**src/rtl/sfp_frame_checker_led_stretch.sv**
```systemverilog
// Retriggerable pulse stretcher: a one-cycle trigger lights the LED for
// LED_STRETCH cycles; a new trigger restarts the full interval.
module sfp_chk_led_stretch #(
    parameter int unsigned LED_STRETCH = 5_000_000
) (
    input  logic clk,
    input  logic rst_n,
    input  logic trigger,
    output logic led
);
    localparam int unsigned CW = $clog2(LED_STRETCH + 1);

    logic [CW-1:0] remain;

    // Load on trigger, count down while lit, registered LED output
    always_ff @(posedge clk or negedge rst_n) begin
        if (!rst_n) begin
            remain <= '0;
            led    <= 1'b0;
        end else if (trigger) begin
            remain <= CW'(LED_STRETCH - 1);
            led    <= 1'b1;
        end else if (remain != '0) begin
            remain <= remain - CW'(1);
            led    <= 1'b1;
        end else begin
            led    <= 1'b0;
        end
    end
endmodule

```
**config.mk**
```make
export PLATFORM = sky130hd
export DESIGN_NAME = sfp_chk_led_stretch
export DESIGN_NICKNAME = d
export VERILOG_FILES = /design/src/rtl/sfp_frame_checker_led_stretch.sv
export SDC_FILE = /design/constraint.sdc
export NUM_CORES = 1
export LEC_CHECK = 0
export CAP_MARGIN = 20
export CORE_MARGIN = 3
export CORE_UTILIZATION = 40
export CTS_BUF_LIST = sky130_fd_sc_hd__clkbuf_8
export DETAILED_ROUTE_END_ITERATION = 10
export PLACE_DENSITY = 0.53
export SLEW_MARGIN = 20
export SYNTH_ARGS = -nofsm -noshare
export SYNTH_HDL_FRONTEND = slang
export SYNTH_SLANG_ARGS = --single-unit
```
**constraint.sdc**
```tcl
create_clock -name clk -period 2.8 [get_ports clk]
set_input_delay 0.84 -clock clk [delete_from_list [all_inputs] [get_ports clk]]
set_output_delay 0.84 -clock clk [all_outputs]
set_load 0.02 [all_outputs]
```
==> design notes <==
The run finished with clean final reports. The run gives 25 for the largest net degree at the start of global routing. The clock skew after layout was 0.00280 ns. The cell sequence reported for the critical path is nor4_4, nand4_1, or4_1, a21oi_1.

4 I/O pins were placed. Counting every sink on the clock net gives 24. Initial antenna violation count: 0. The area figure in the yosys stat output is 0.00142 mm^2, and the switching share of power is 22.7%. The number of maximum-capacitance violations recorded for the run is 0. The uppermost signal routing layer after detailed routing was met4. Per the log, the first TritonRoute iteration ended with a DRC count of 73. At the later pin of the worst-skew pair, clock insertion delay measures 0.26 ns.

The logs give 0 for the count of hold-fix buffers inserted at cts and 15.9% for the overall routing resource usage. The fraction of final cell area spent on clock buffers and inverters in this run is 2.66%. The number of warnings reported in the yosys synthesis log came out at 0. Critical path's slowest cell: sky130_fd_sc_hd__nor4_4. The number of max-slew violations in the final report is 0. The worst setup path is launched from a flip-flop. The layer carrying the most global-route usage is met2. OpenSTA lists the critical path startpoint as remain[5]$_DFFE_PN0P_.

With the die height at 65.7 um, the proportion of register bits with asynchronous set or reset after synthesis is 100%. TritonCTS built the clock tree. Number of global-route vias before repair: 1107. Looking at the critical path, the highest net fanout was 9. Detailed routing placed a total of 1450 um of wire on met2. Worst slew margin relative to its limit: 63.4%. The horizontal die dimension is 65.7 um, and the placement row count is 21. With the synthesized-area fraction occupied by ao, oa, aoi and oai cells at 15.1%, the maximum ir drop on the vdd rail is 135 uV.

The flow reports an fmax of 476 MHz. The biggest slice of the area belongs to logic gates. The run gives 160 for the final net count. The tapcell count was 46.

The run gives 30.1% for the area fraction in and, or, nand and nor cells. For the internal reg-to-reg setup slack, the log shows 0.70 ns. Looking at the group totals, the largest power group turns out to be sequential cells.

The power report puts the net switching power at 137 uW. The tools report the combinational group power as 39.6 uW. The most critical setup path has its endpoint at remain[16]$_DFFE_PN0P_. In this run, the clock network consumes 33.4% of the power. The script logs the mean routed wire length per placed instance as 15.1 um. Leaving out fill and tap cells, the most frequent cell in the layout is sky130_fd_sc_hd__dfrtp_1. The count of final hold-check violations came out at 0. The internal power is 464 uW. In the CTS report, the clock slew at the register clock pins of the worst setup and hold paths is listed as 0.08 ns.

Type of the setup path with the least slack: flip-flop to flip-flop. The worst endpoint data arrival time came out at 2.29 ns. Per the OpenROAD floorplan log, the area of the core is 0.00339 mm^2.

In this run the tool buffered the top-level ports with 3 buffer cells. For this run, design rule violations remaining after detail routing come to 0. With the power attributed to sequential cells at 360 uW, the setup TNS is 0 ns. The deepest clock path buffer count came out at 2. The final period utilization works out to 75.0%. Per the post-route antenna check, the number of violating nets is 0.

Per the synth stats, the flop cell with the highest instance count is sky130_fd_sc_hd__dfrtp_1. The tree is rooted in a sky130_fd_sc_hd__clkbuf_8. The synthesized netlist handed to floorplanning was reported with a cell count of 151. The number of warning messages in the logs was 26. Per the detailed-route log, wirelength across all metal layers totals 3020 um. The worst reg2reg path startpoint is remain[5]$_DFFE_PN0P_. The stage delay of the slowest cell on the critical path is 0.56 ns. The first global-routing pass estimated 5310 um of wire. The required arrival time at the worst endpoint was 2.99 ns. Registers represent a cell area share of 38.7%. There are 24 flip-flops and latches.

Once synthesis finished, the tally of register bits stood at 24. The tools report the met3 routing resource usage after global routing as 2.22%. The number of gates resized after cts is 0.

The most common logic cells in the final layout are sky130_fd_sc_hd__dfrtp_1, sky130_fd_sc_hd__nor2_1, sky130_fd_sc_hd__nor2b_1. At the floorplan stage, the core utilization is reported as 42.0%. The mean cell area of the mapped netlist was 9.43 um^2; the detailed-router iteration count before antenna repair was 4.

After synthesis, the netlist uses 34 different library cells. The overall die size recorded for this design is 0.00431 mm^2. The area share of xor/xnor cells in the synthesized design was 0%. Measured against the total synthesized area, the mux share comes to 8.88%.

With the cell count listed in synth_stat.txt at 151, the routability congestion estimate is 0.803. The run gives 601 um^2 for the area used by sequential logic in the layout. Looking at the max-slew report, the worst-margin pin has a slew of 0.535 ns. The run gives 0 as the remaining global-route overflow. Path category of the worst min-delay check: flip-flop to flip-flop. Looking at the power breakdown, sequential logic takes 60.0% of the total.

The power report puts the leakage power at 0.547 nW. The final instance count without filler cells came out at 200. The detailed placer reported the number of placed instances as 197. After synthesis, the largest family of logic cells by area is simple AND/OR/NAND/NOR gates. Hold analysis lists the worst path endpoint as remain[14]$_DFFE_PN0P_.

The logic area is 783 um^2. The post-route netlist has 11.0% of its cells at a drive strength greater than 1. Clock network power for this build is 201 uW. For the placed wire-length estimate after detailed placement, the log shows 2130 um.

In the final layout, the fill cell count is 322.
## cell usage after synthesis (3+ instances only)
master                     instances  share of area [%]
sky130_fd_sc_hd__o31ai_1           3                1.6
sky130_fd_sc_hd__mux2i_1           7                4.9
sky130_fd_sc_hd__nor3_1            3                1.1
sky130_fd_sc_hd__dfrtp_1          24                 42
sky130_fd_sc_hd__a211oi_1          5                2.6
sky130_fd_sc_hd__o21ai_0           7                2.5
sky130_fd_sc_hd__or4_1             4                2.1
sky130_fd_sc_hd__nor2b_1          12                5.3
sky130_fd_sc_hd__nor4_1            5                2.2
sky130_fd_sc_hd__clkbuf_1          4                1.1
sky130_fd_sc_hd__nand2_1           6                1.6
sky130_fd_sc_hd__mux2_2            5                4.0
sky130_fd_sc_hd__nand4_1           3                1.3
sky130_fd_sc_hd__nor2_1           19                5.0
sky130_fd_sc_hd__or3_1             5                2.2
sky130_fd_sc_hd__nand3_1           4                1.4
sky130_fd_sc_hd__or2_2             3                1.3
sky130_fd_sc_hd__inv_1             4                1.1
sky130_fd_sc_hd__a21oi_1           8                2.8
## stage by stage
step | hold slack (ns) | instance area, um^2 | setup WS [ns] | util (%)
2_1_floorplan | 0.509 | 1420 | 0.964 | -
3_3_place_gp | 0.547 | 1510 | 0.480 | 44.5
3_5_place_dp | 0.544 | 1510 | 0.452 | 44.5
4_1_cts | 0.562 | 1550 | 0.680 | 45.7
5_1_grt | 0.590 | 1550 | 0.483 | 45.7
6_report | 0.559 | 1550 | 0.701 | 45.7
## critical path: cells and delay by family (launching register included)
| kind | cells | cell delay (ns) |
|---|---|---|
| flops | 1 | 0.43 |
| simple gates | 3 | 1.46 |
| compound gates | 1 | 0.14 |
## flip-flops by register name, summed over array words and instances, names as in the netlist
name and flops:
remain 23, led 1
Fig. 1: local utilization
Scale: 6 px per um. The die is cut into 7 by 7 equal tiles; dark blue is low, red is high, 0 to 100% covered.
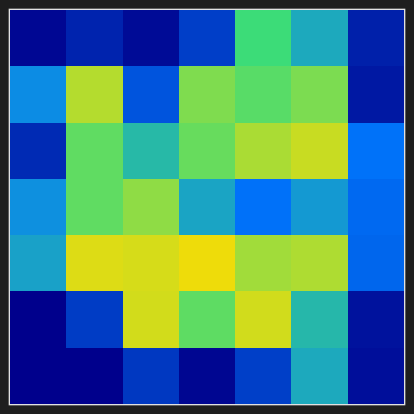
10% of the tiles are nearly empty. The mean over all tiles is 35%. The emptiest ninth of the die: bottom left. The densest ninth of the die: middle. The fullest tile reaches 73%.

Fig. 2: metal 1
Scale: 8 px per um. Supply wires on this layer in grey.
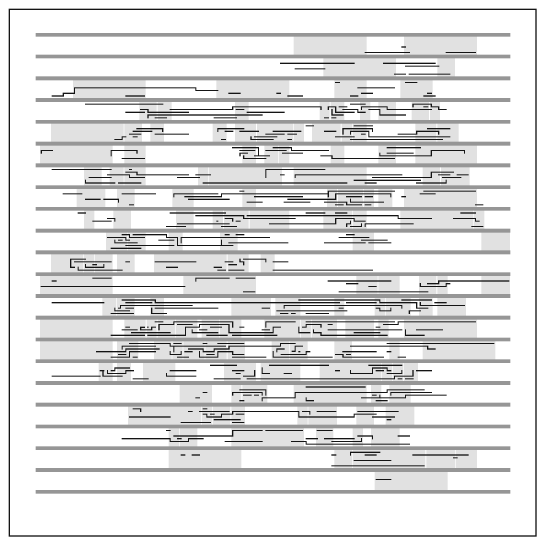
The layer holds 48% of the routed length. 148 nets have wire on it. The layer carries 1460 um of wire. The wires run mostly horizontal.

Fig. 3: port wiring
Scale: 4 px per um.
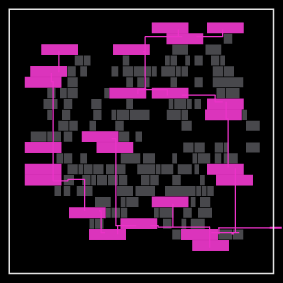
rst_n: marked magenta, bits 1, direction input, end cells 24, buffers 2, wire 220 um.

Fig. 4: cells coloured by class
Scale: 6 px per um.
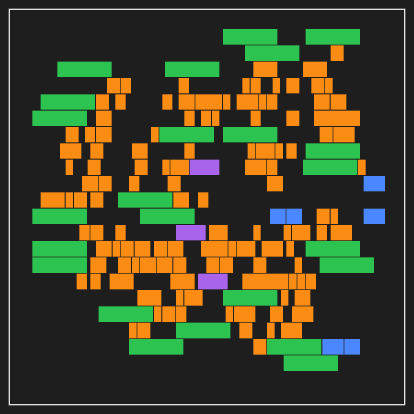
clock-net drivers: marked purple, cells 3, share of their area 2.8%. sequential cells: marked green, cells 24, share of their area 40%. remaining buffers and delay cells: marked blue, cells 6, share of their area 3.5%. remaining logic cells: marked orange, cells 121, share of their area 53%.

Power and IR drop assume default switching activity.
